==> images/gate_families.png <==
(4 px per um)
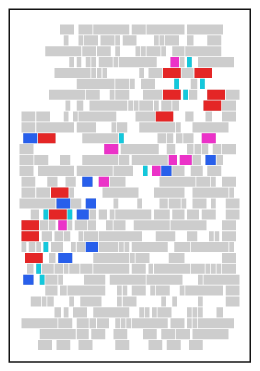
==> images/final_placement.png <==
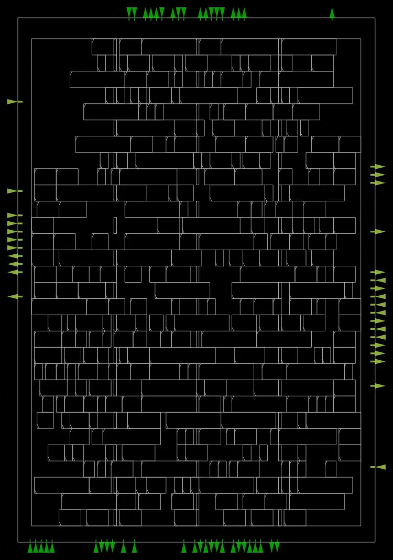
==> images/metal_stack.png <==
(4 px per um) Only two layers are drawn.
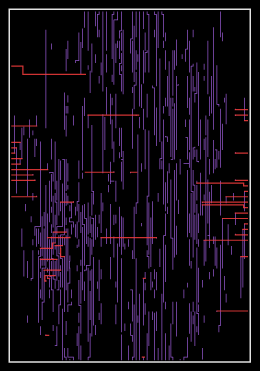
==> images/wire_density.png <==
(3 px per um) 12 x 18 tiles, from dark purple (low) to yellow (high), scaled to the fullest tile. Values are wire area over tile area, all layers added.
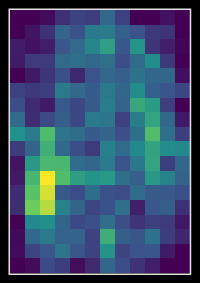
==> images/zoom.png <==
Window x 15 to 45, y 29 to 59 um. Cells in grey, sequential cells in the stronger grey; small squares are vias.
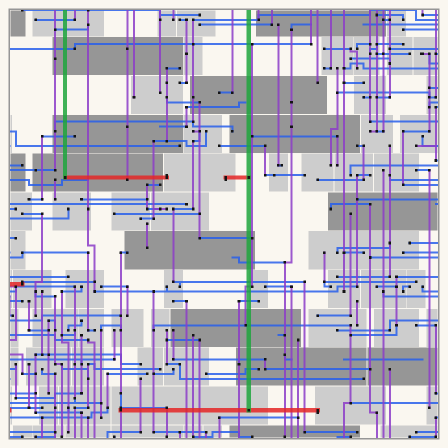
Design sprite_frame_sequencer, sky130hd; sources not shown.
==> impl_metrics.csv <==
group,metric,value,unit
clocking,clock.latency.late_pin,290,ps
layout,filler_cell_count,356,
final_timing,rsz0062_at_grt,"no",
synthesis,yosys.area.top_type_share,0.363,
setup_path,reg2regPathDepth,8,
floorplanning,dieHeight,87.8,um
clocking,cts-resized-gates,0,
clocking,post_cts_hold_buffer_count,0,
power_and_ir_drop,p_leak,1.42,nW
synthesis,synth_simple_gate_area_share,0.211,
global_routing,first_global_vias,1990,
outcome,outcome,"finished, final reports clean",
synthesis,ys_top_logic_family,"simple AND/OR/NAND/NOR gates",
final_timing,holdWs,374,ps
layout,area.sequential,1090,um^2
setup_path,arrival,2910,ps
clocking,cts_tree,"built",
route,drtAntennaViolNets,0,
synthesis,synth.mux.area_fraction,0.0272,
power_and_ir_drop,p_switching,0.766,mW
setup_path,worstPathMaxFanout,12,
final_timing,fin_setup_tns,0,ps
clocking,cts.htree.levels,2,
clocking,cts_post_setup_buffers_inserted,0,
final_timing,min_period_over_period,0.634,
setup_path,reg2reg_setup_slack,1570,ps
synthesis,synth_sequential_area_ratio,0.464,
final_timing,timing.slew.headroom,0.377,
clocking,clkSinkCount,43,
layout,combGateArea,1150,um^2
layout,drive_gt1_frac,0.0871,
power_and_ir_drop,sw_frac_of_total,0.415,
global_routing,grt.overflow.total,0,
floorplanning,num_rows,30,
floorplanning,io_pins,73,
route,router_iterations_before_antenna_repair,4,
synthesis,yosys.area_share.aoi,0.152,
synthesis,synthCells,247,
placed_design,hpwl,3840,um
route,vias_per_cell,5.59,
clocking,maximum_clock_path_buffer_count,2,
route,drt_drc_violations_left,0,
synthesis,dominantRegCellSynth,"sky130_fd_sc_hd__dfrtp_1",
global_routing,antenna_violations_before_repair,0,
final_timing,layout_min_cycle_time,2730,ps
synthesis,enable_flop_cells,0,
final_timing,report.final.hold_viol_count,0,
layout,num-nets-final,359,
synthesis,top_area_cell,"sky130_fd_sc_hd__dfrtp_1",
global_routing,grt_max_degree,44,
power_and_ir_drop,p_int,1.08,mW
synthesis,area_leaders,"sky130_fd_sc_hd__dfrtp_1 (36%), sky130_fd_sc_hd__nand2_1 (12%), sky130_fd_sc_hd__dfstp_2 (10%), sky130_fd_sc_hd__ha_1 (6.4%), sky130_fd_sc_hd__xor2_1 (3.4%)",
synthesis,synth-seq-cells,43,
power_and_ir_drop,power_frac_comb,0.467,
final_timing,finClkSkew,11.2,ps
clocking,cts.clk_slew.worst_paths,80,ps
power_and_ir_drop,power_density,589,nW/um^2
final_timing,worstMarginPinSlew,935,ps
layout,num_antenna_cells,0,
power_and_ir_drop,total_power_consumption,1.84,mW
worst_hold_path,hold_class,"flip-flop to flip-flop",
synthesis,synth_xor_xnor_area_share,0.0374,
final_timing,setup_violations,0,
floorplanning,die-width,59.9,um
synthesis,synthAdderAreaFrac,0.0641,
global_routing,grt_pass1_wl,8750,um
power_and_ir_drop,clockPowerShare,0.176,
clocking,cts_made_buffers,5,
synthesis,ys_async_sr_fraction,1.00,
placed_design,port_buffers,67,
final_timing,fmax,367,MHz
synthesis,yosysChipArea,2340,um^2
setup_path,worst_setup_path_end_kind,"flip-flop",
final_timing,slew_viol_final,0,
synthesis,synth.net_count,297,
layout,commonest_non_fill_non_tap_cells_in_the_layout,"sky130_fd_sc_hd__nand2_1 (74), sky130_fd_sc_hd__clkdlybuf4s50_1 (66), sky130_fd_sc_hd__dfrtp_1 (34)",
worst_hold_path,timing.hold.worst_path_depth,0,
setup_path,critPathLaunchType,"flip-flop",
power_and_ir_drop,power.share.sequential,0.356,
flow_run,warnings,33,
synthesis,synthesis.area,2340,um^2
floorplanning,placeableCoreArea,4500,um^2
synthesis,syn_avg_cell_area,9.48,um^2
placed_design,place_congestion,0.847,
route,detailedRoute.firstIterationViolations,69,
floorplanning,floorplan.die_area,5260,um^2
synthesis,synth.yosys.num_cells,247,
clocking,clock-root-buffer,"sky130_fd_sc_hd__clkbuf_8",
setup_path,endpoint_required_time_on_the_critical_path,4480,ps
synthesis,yosysWarnings,0,
synthesis,synth.distinct_cells,51,
floorplanning,floorplan.initialDensity,0.520,
setup_path,criticalPathCategory,"flip-flop to flip-flop",
layout,areaGrowthSynthToFinish,33.7,%
power_and_ir_drop,worst_ir_drop_vdd,450,uV
flow_run,max_cap_violations,0,
## Picture notes: gate_families.png
inverters: shown in cyan, cells 11, most used inv_1. adder and majority cells: shown in red, cells 12, most used ha_1. AND and OR gates: shown in magenta, cells 8, most used and2_1. AND-OR and OR-AND gates: shown in blue, cells 10, most used a21o_1.
leading cell type in the layout, fill and taps excluded: sky130_fd_sc_hd__nand2_1
logic share of the area: 0.368

## Picture notes: final_placement.png
flip-flops: 43
end-of-flow core utilization: 0.695
flop share of the area: 0.347

## Picture notes: metal_stack.png
met3: shown in red, wire length 221 um. met2: shown in purple, wire length 2,830 um.
via count of the routed design: 2,001
wire per inst: 14.6 um
Total Wirelength: 5230 um
global router's overall resource usage: 0.214

## Picture notes: wire_density.png
The mean over all tiles is 0.16. The fullest tile reaches 0.55. 7.4% of the tiles are nearly empty. The emptiest ninth of the die: top left. 12% of the tiles are over half the peak.

## Picture notes: zoom.png
met1: shown in blue. met4: shown in green. met2: shown in purple. met3: shown in red.
Most frequent: dfrtp_1 (10), nand2_1 (8). Sequential cells in the window: 11. 57 logic cells have their middle in the window.

[cell usage after synthesis (2+ instances only)]
library cell,n
sky130_fd_sc_hd__a211o_1,2
sky130_fd_sc_hd__a31oi_1,5
sky130_fd_sc_hd__ha_1,12
sky130_fd_sc_hd__inv_1,10
sky130_fd_sc_hd__mux2_4,2
sky130_fd_sc_hd__a21o_1,4
sky130_fd_sc_hd__mux2_1,2
sky130_fd_sc_hd__clkbuf_1,8
sky130_fd_sc_hd__dfrtp_1,34
sky130_fd_sc_hd__nor2b_1,2
sky130_fd_sc_hd__nand2b_1,2
sky130_fd_sc_hd__xor2_1,9
sky130_fd_sc_hd__nor4_1,3
sky130_fd_sc_hd__buf_2,4
sky130_fd_sc_hd__nor3_1,5
sky130_fd_sc_hd__o32ai_1,2
sky130_fd_sc_hd__a21oi_1,10
sky130_fd_sc_hd__nor2_1,3
sky130_fd_sc_hd__dfstp_2,9
sky130_fd_sc_hd__nand2_1,74
sky130_fd_sc_hd__nand3b_1,5
sky130_fd_sc_hd__o21ai_0,5
sky130_fd_sc_hd__o31ai_1,2
sky130_fd_sc_hd__nor4bb_1,2
sky130_fd_sc_hd__o2bb2ai_1,2
sky130_fd_sc_hd__o211ai_1,3
sky130_fd_sc_hd__and2_1,2
[cell families (layout without fill, tap and decap cells)]
| family | after synthesis | count (layout) |
|---|---|---|
| simple gates | 106 | 106 |
| compound gates | 47 | 47 |
| flops | 43 | 43 |
| buf+inv | 24 | 87 |
| fa+ha+maj | 12 | 12 |
| xor+xnor | 10 | 10 |
| mux | 5 | 5 |
[power by group through the flow]
stage	clock [mW]	sequential [mW]	combinational, mW
after global placement	0	0.655	0.846
final	0.325	0.657	0.862
after global routing	0.350	0.677	0.937
after detailed placement	0	0.662	0.858
after CTS	0.335	0.656	0.865
after floorplan	0	0.748	0.484
[routing by layer]
layer | track usage | routed length, um
met4 | 0.0687 | 89
met1 | 0.247 | 2090
met5 | 0 | 0
met3 | 0.0384 | 220
met2 | 0.387 | 2830
[cell type report]
class | instances | share of cell area
Clock buffer | 6 | 0.0264
Clock inverter | 2 | 0.0112
Inverter | 11 | 0.0132
Multi-Input combinational cell | 180 | 0.368
Sequential cell | 43 | 0.347
Tap cell | 48 | 0.0192
Timing Repair Buffer | 68 | 0.215
[critical path, stage by stage, from the launching register on]
cell                       delay [ps]
sky130_fd_sc_hd__dfrtp_1          580
sky130_fd_sc_hd__inv_1            170
sky130_fd_sc_hd__nor3_1           300
sky130_fd_sc_hd__inv_1            130
sky130_fd_sc_hd__ha_1             310
sky130_fd_sc_hd__nand2_1           70
sky130_fd_sc_hd__o21a_1           210
sky130_fd_sc_hd__a311oi_4         490
sky130_fd_sc_hd__mux2_4           340
[per-stage QoR]
step            util  setup slack, ps  instances  cell area, um^2
6_report       0.695             1570        358             3130
5_1_grt        0.695             1460        358             3130
4_1_cts        0.695             1610        358             3130
3_5_place_dp   0.669             1630        350             3010
3_3_place_gp   0.669             1660        350             3010
2_1_floorplan      -             1820        247             2340
